`src/rtl/alu_pkg.sv`:
```
// Shared definitions for the RV32M multi-cycle unit: funct3 codes,
// sequencer state encoding and the default datapath width.
package alu_pkg;

  localparam int XLEN = 32;

  // RV32M funct3 encodings
  localparam logic [2:0] MD_MUL    = 3'b000;
  localparam logic [2:0] MD_MULH   = 3'b001;
  localparam logic [2:0] MD_MULHSU = 3'b010;
  localparam logic [2:0] MD_MULHU  = 3'b011;
  localparam logic [2:0] MD_DIV    = 3'b100;
  localparam logic [2:0] MD_DIVU   = 3'b101;
  localparam logic [2:0] MD_REM    = 3'b110;
  localparam logic [2:0] MD_REMU   = 3'b111;

  typedef enum logic [1:0] {
    IDLE = 2'd0,
    CALC = 2'd1,
    FIX  = 2'd2
  } md_state_t;

  // funct3[2] separates the divide family from the multiply family
  function automatic logic is_div_op(input logic [2:0] f3);
    return f3[2];
  endfunction

endpackage

```
`src/rtl/muldiv_step.sv`:
```
// One iteration of the iterative multiply / divide datapath.
// The 2*XLEN accumulator is shared by both operations:
//   multiply: upper half = partial product, lower half = remaining multiplier bits
//   divide:   upper half = remainder,       lower half = quotient (dividend shifts out the top)
module muldiv_step
  import alu_pkg::*;
#(
  parameter int W = XLEN
) (
  input  logic           is_div,
  input  logic [2*W-1:0] acc,
  input  logic [W-1:0]   operand,
  output logic [2*W-1:0] acc_next
);

  logic [W:0] sum;
  logic [W:0] shifted;
  logic [W:0] trial;

  // Shift-add multiply step or restoring divide step
  always_comb begin
    sum      = {1'b0, acc[2*W-1:W]} + {1'b0, operand};
    shifted  = {acc[2*W-1:W], acc[W-1]};
    trial    = shifted - {1'b0, operand};
    acc_next = acc;
    if (is_div) begin
      // A borrow out of the trial subtract means the divisor did not fit: restore
      if (trial[W]) begin
        acc_next = {shifted[W-1:0], acc[W-2:0], 1'b0};
      end else begin
        acc_next = {trial[W-1:0], acc[W-2:0], 1'b1};
      end
    end else begin
      if (acc[0]) begin
        acc_next = {sum, acc[W-1:1]};
      end else begin
        acc_next = {1'b0, acc[2*W-1:1]};
      end
    end
  end

endmodule

```
`src/rtl/muldiv_sequencer.sv`:
```
// RV32M sequencer: accepts one M-extension op, runs XLEN iterations on
// magnitudes, then applies sign correction and registers the result.
// Divide-by-zero and signed overflow bypass the iterations entirely.
module muldiv_sequencer
  import alu_pkg::*;
(
  input  logic            clk,
  input  logic            reset,
  input  logic            start,
  input  logic [2:0]      op,
  input  logic [XLEN-1:0] srcA,
  input  logic [XLEN-1:0] srcB,
  input  logic            flush,
  output logic            busy,
  output logic            done,
  output logic [XLEN-1:0] result
);

  localparam int CW = $clog2(XLEN);

  md_state_t        state_reg;
  logic [CW-1:0]    count_reg;
  logic [2:0]       op_reg;
  logic             neg_q_reg;     // negate product / quotient
  logic             neg_r_reg;     // negate remainder
  logic             special_reg;   // acc low half already holds the final value
  logic [XLEN-1:0]  operand_reg;   // |multiplicand| or |divisor|
  logic [2*XLEN-1:0] acc_reg;
  logic [2*XLEN-1:0] acc_next;

  logic             signed_a;
  logic             signed_b;
  logic             neg_a;
  logic             neg_b;
  logic [XLEN-1:0]  abs_a;
  logic [XLEN-1:0]  abs_b;
  logic             div_zero;
  logic             div_ovf;
  logic [XLEN-1:0]  special_val;
  logic [2*XLEN-1:0] prod_fixed;
  logic [XLEN-1:0]  quo_fixed;
  logic [XLEN-1:0]  rem_fixed;
  logic [XLEN-1:0]  fix_value;

  muldiv_step #(.W(XLEN)) u_step (
    .is_div   (is_div_op(op_reg)),
    .acc      (acc_reg),
    .operand  (operand_reg),
    .acc_next (acc_next)
  );

  // Operand decode at the accept edge: signedness, magnitudes, special cases
  always_comb begin
    signed_a    = (op == MD_MULH) || (op == MD_MULHSU) || (op == MD_DIV) || (op == MD_REM);
    signed_b    = (op == MD_MULH) || (op == MD_DIV) || (op == MD_REM);
    neg_a       = signed_a && srcA[XLEN-1];
    neg_b       = signed_b && srcB[XLEN-1];
    abs_a       = neg_a ? -srcA : srcA;
    abs_b       = neg_b ? -srcB : srcB;
    div_zero    = is_div_op(op) && (srcB == '0);
    div_ovf     = ((op == MD_DIV) || (op == MD_REM)) &&
                  (srcA == {1'b1, {(XLEN-1){1'b0}}}) && (srcB == '1);
    special_val = '0;
    if (div_zero) begin
      special_val = op[1] ? srcA : '1;
    end else if (div_ovf) begin
      special_val = op[1] ? '0 : srcA;
    end
  end

  // Sign fix-up and output selection from the finished accumulator
  always_comb begin
    prod_fixed = neg_q_reg ? -acc_reg : acc_reg;
    quo_fixed  = neg_q_reg ? -acc_reg[XLEN-1:0] : acc_reg[XLEN-1:0];
    rem_fixed  = neg_r_reg ? -acc_reg[2*XLEN-1:XLEN] : acc_reg[2*XLEN-1:XLEN];
    fix_value  = '0;
    if (special_reg) begin
      fix_value = acc_reg[XLEN-1:0];
    end else begin
      case (op_reg)
        MD_MUL:                       fix_value = prod_fixed[XLEN-1:0];
        MD_MULH, MD_MULHSU, MD_MULHU: fix_value = prod_fixed[2*XLEN-1:XLEN];
        MD_DIV, MD_DIVU:              fix_value = quo_fixed;
        default:                      fix_value = rem_fixed;
      endcase
    end
  end

  // Sequencer FSM with registered busy/done/result
  always_ff @(posedge clk or posedge reset) begin
    if (reset) begin
      state_reg   <= IDLE;
      count_reg   <= '0;
      op_reg      <= MD_MUL;
      neg_q_reg   <= 1'b0;
      neg_r_reg   <= 1'b0;
      special_reg <= 1'b0;
      operand_reg <= '0;
      acc_reg     <= '0;
      busy        <= 1'b0;
      done        <= 1'b0;
      result      <= '0;
    end else begin
      done <= 1'b0;
      if (flush) begin
        state_reg <= IDLE;
        count_reg <= '0;
        busy      <= 1'b0;
      end else begin
        case (state_reg)
          IDLE: begin
            if (start) begin
              op_reg      <= op;
              neg_q_reg   <= neg_a ^ neg_b;
              neg_r_reg   <= neg_a;
              count_reg   <= '0;
              busy        <= 1'b1;
              special_reg <= div_zero || div_ovf;
              if (div_zero || div_ovf) begin
                acc_reg   <= {{XLEN{1'b0}}, special_val};
                state_reg <= FIX;
              end else begin
                // Multiply iterates over the multiplier, divide shifts the dividend
                acc_reg     <= {{XLEN{1'b0}}, is_div_op(op) ? abs_a : abs_b};
                operand_reg <= is_div_op(op) ? abs_b : abs_a;
                state_reg   <= CALC;
              end
            end
          end
          CALC: begin
            acc_reg   <= acc_next;
            count_reg <= count_reg + 1'b1;
            if (count_reg == CW'(XLEN - 1)) begin
              state_reg <= FIX;
            end
          end
          FIX: begin
            result    <= fix_value;
            done      <= 1'b1;
            busy      <= 1'b0;
            state_reg <= IDLE;
          end
          default: begin
            state_reg <= IDLE;
            busy      <= 1'b0;
          end
        endcase
      end
    end
  end

endmodule
```
`config.mk`:
```
export PLATFORM = sky130hd
export DESIGN_NAME = muldiv_sequencer
export DESIGN_NICKNAME = d
export VERILOG_FILES = /design/src/rtl/alu_pkg.sv /design/src/rtl/muldiv_step.sv /design/src/rtl/muldiv_sequencer.sv
export SDC_FILE = /design/constraint.sdc
export NUM_CORES = 1
export LEC_CHECK = 0
export ABC_AREA = 1
export CAP_MARGIN = 20
export CELL_PAD_IN_SITES_DETAIL_PLACEMENT = 1
export CELL_PAD_IN_SITES_GLOBAL_PLACEMENT = 2
export CORE_MARGIN = 2
export CORE_UTILIZATION = 34
export DETAILED_ROUTE_END_ITERATION = 16
export DONT_BUFFER_PORTS = 1
export HOLD_SLACK_MARGIN = 0.1
export PLACE_DENSITY_LB_ADDON = 0.1
export SYNTH_ARGS = -nofsm -noshare
export SYNTH_HDL_FRONTEND = slang
export SYNTH_SLANG_ARGS = --single-unit
```
`constraint.sdc`:
```
create_clock -name clk -period 6.15 [get_ports clk]
set_input_delay 1.845 -clock clk [delete_from_list [all_inputs] [get_ports clk]]
set_output_delay 1.845 -clock clk [all_outputs]
set_load 0.02 [all_outputs]
```
Metal 1:
Drawn at 1.5 px/micron. Supply wires on this layer in grey.
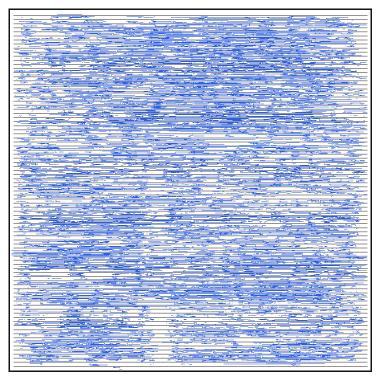
wire length on this layer: 44.7 mm
nets with wire on the layer: 3365
share of all routed wire: 44%
main direction: horizontal
longest straight run: 123 microns

The metal 2 layer:
Drawn at 1 px/micron. Cells faint in the background.
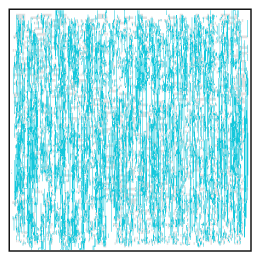
longest straight run: 121 microns
nets with wire on the layer: 2972
main direction: vertical

The metal 3 layer:
Drawn at 1.5 px/micron.
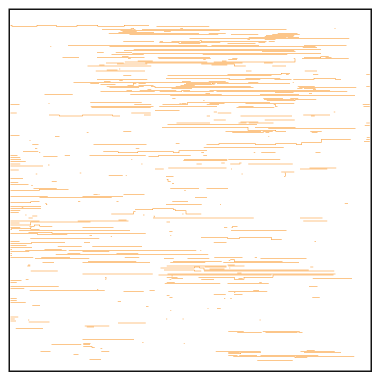
wire length on this layer: 8490 microns
longest straight run: 137 microns
main direction: horizontal

Signal wires on met4:
Drawn at 1.5 px/micron. Supply wires on this layer in grey.
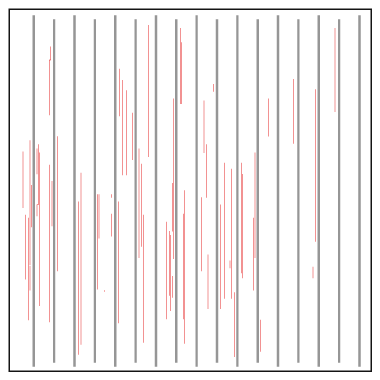
nets with wire on the layer: 51
share of all routed wire: 3.1%
wire length on this layer: 3150 microns
longest straight run: 114 microns
main direction: vertical
WL final: 101 mm
vias post-DR: 23.2k

Placed standard cells:
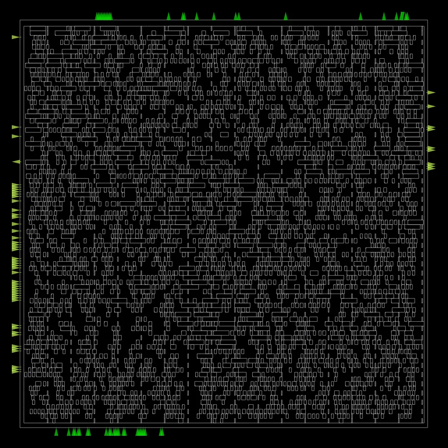
Std-Cell Rows: 86
final core utilization: 36.6%
core area: 55200 sq um
flop share of the area: 17.7%

[worst reg2reg max path, delay by kind of cell, from the launching register on]
family        cells  cell delay, ns
simple gates     15            2.39
fa+ha+maj         2            0.85
buf+inv           3            0.41
flops             1            0.54
[Yosys cell counts (3+ instances only)]
cell and n:
buf_2 27, o21bai_1 10, o211ai_1 12, nor2_4 4
buf_1 14, nand3_2 11, nand3b_1 23, nand3_1 331
nor2_2 15, a21o_1 3, dfrtp_1 143, xor2_1 49
nor2_1 435, or2_2 16, buf_4 10, buf_6 6
nand2_2 12, nor3_1 35, a21boi_0 3, o21ai_0 178
a21boi_1 23, o31ai_1 8, o22ai_1 5, a21oi_1 244
inv_2 11, clkinv_1 4, ha_1 71, inv_1 368
nand2_1 1240, clkbuf_1 77, nand4_1 33, a31oi_1 7
o21ai_1 35
[per-stage QoR]
stage / instance area (sq um) / utilization (%) / setup slack, ns / hold slack (ns)
floorplan: 19000 / - / 0.467 / 0.472
global placement: 19600 / 35.4 / 1.71 / 0.490
detailed placement: 19600 / 35.5 / 1.67 / 0.497
CTS: 20200 / 36.6 / 1.89 / 0.524
global route: 20200 / 36.6 / 1.76 / 0.546
finish: 20200 / 36.6 / 1.86 / 0.527
[final timing paths]
kind	from	to
worst max register to register	acc_reg[31]	acc_reg[61]
worst max-delay path	acc_reg[31]	acc_reg[61]
min in group asynchronous	reset	result[17]
worst min register to register	count_reg[4]	count_reg[4]
max in group asynchronous	reset	op_reg[2]
worst min-delay path	count_reg[4]	count_reg[4]
[kinds of logic after synthesis]
| logic type | count (synthesis) |
|---|---|
| AOI/OAI and AO/OA | 545 |
| xor gates and xnor gates | 50 |
| adders and majority gates | 73 |
| buffers and inverters | 519 |
| DFF | 143 |
| and+or+nand+nor | 2162 |
==> CHANGELOG.md <==
### Physical design

- M1 WL: 44.7 mm
- Inverters: 384
- Total setup buffers inserted after CTS: 0
- Critical path's slowest cell: nand2_2
- Flop count: 143
- DPL Wire Length: 81.0 mm
- Power Density: 487 nW/um^2
- Critical Path Start Type: flop
- Most common reg cell: dfrtp_1
- Nets: 3554
- Outcome: completed
- Htree depth: 4
- Placed insts: 4138
- Crit path top cell by count: nand2_1
- Total GRT Usage: 35.0%
- Final std cells w/o fill: 4173
- Sw Share: 62.0%
- Fraction of registers with async set/reset: 100%
- Post-CTS sizing: 0
- WS Path Type: flop to flop
- Max Slew Vio Count: 0
- CTS Buf Count: 17
- R2R Setup Slk: 1.86 ns
- CP Capture Type: flop
- Internal power: 3.74 mW
- Layout cell share with drive strength beyond 1: 4.35%
- Top sig layer: met5
- GR peak layer: met2
- Synth area leader: nand2_1
- Grt met3 use: 9.40%
- Antenna Cells: 2
- Initial antenna violation count: 3
- Met3 wire length: 8.49 mm
- Yosys xor share: 2.31%
- DRC viols: 0
- Hold Buf Count CTS: 0
- Root Driver: clkbuf_16
- Area Overhead vs Synth: 6.51%
- Final Cycle Share: 69.8%
- Sequential power share: 21.5%
- Highest clock rate: 233 MHz
- Top cells by area: nand2_1 (25%), dfrtp_1 (19%), nand3_1 (8.7%)
- Biggest Area Class: logic gates
- Post-synth cell types: 55
- Filler cell count in the final layout: 7723
No activity file was given, so power comes from the tool's default toggle rates.
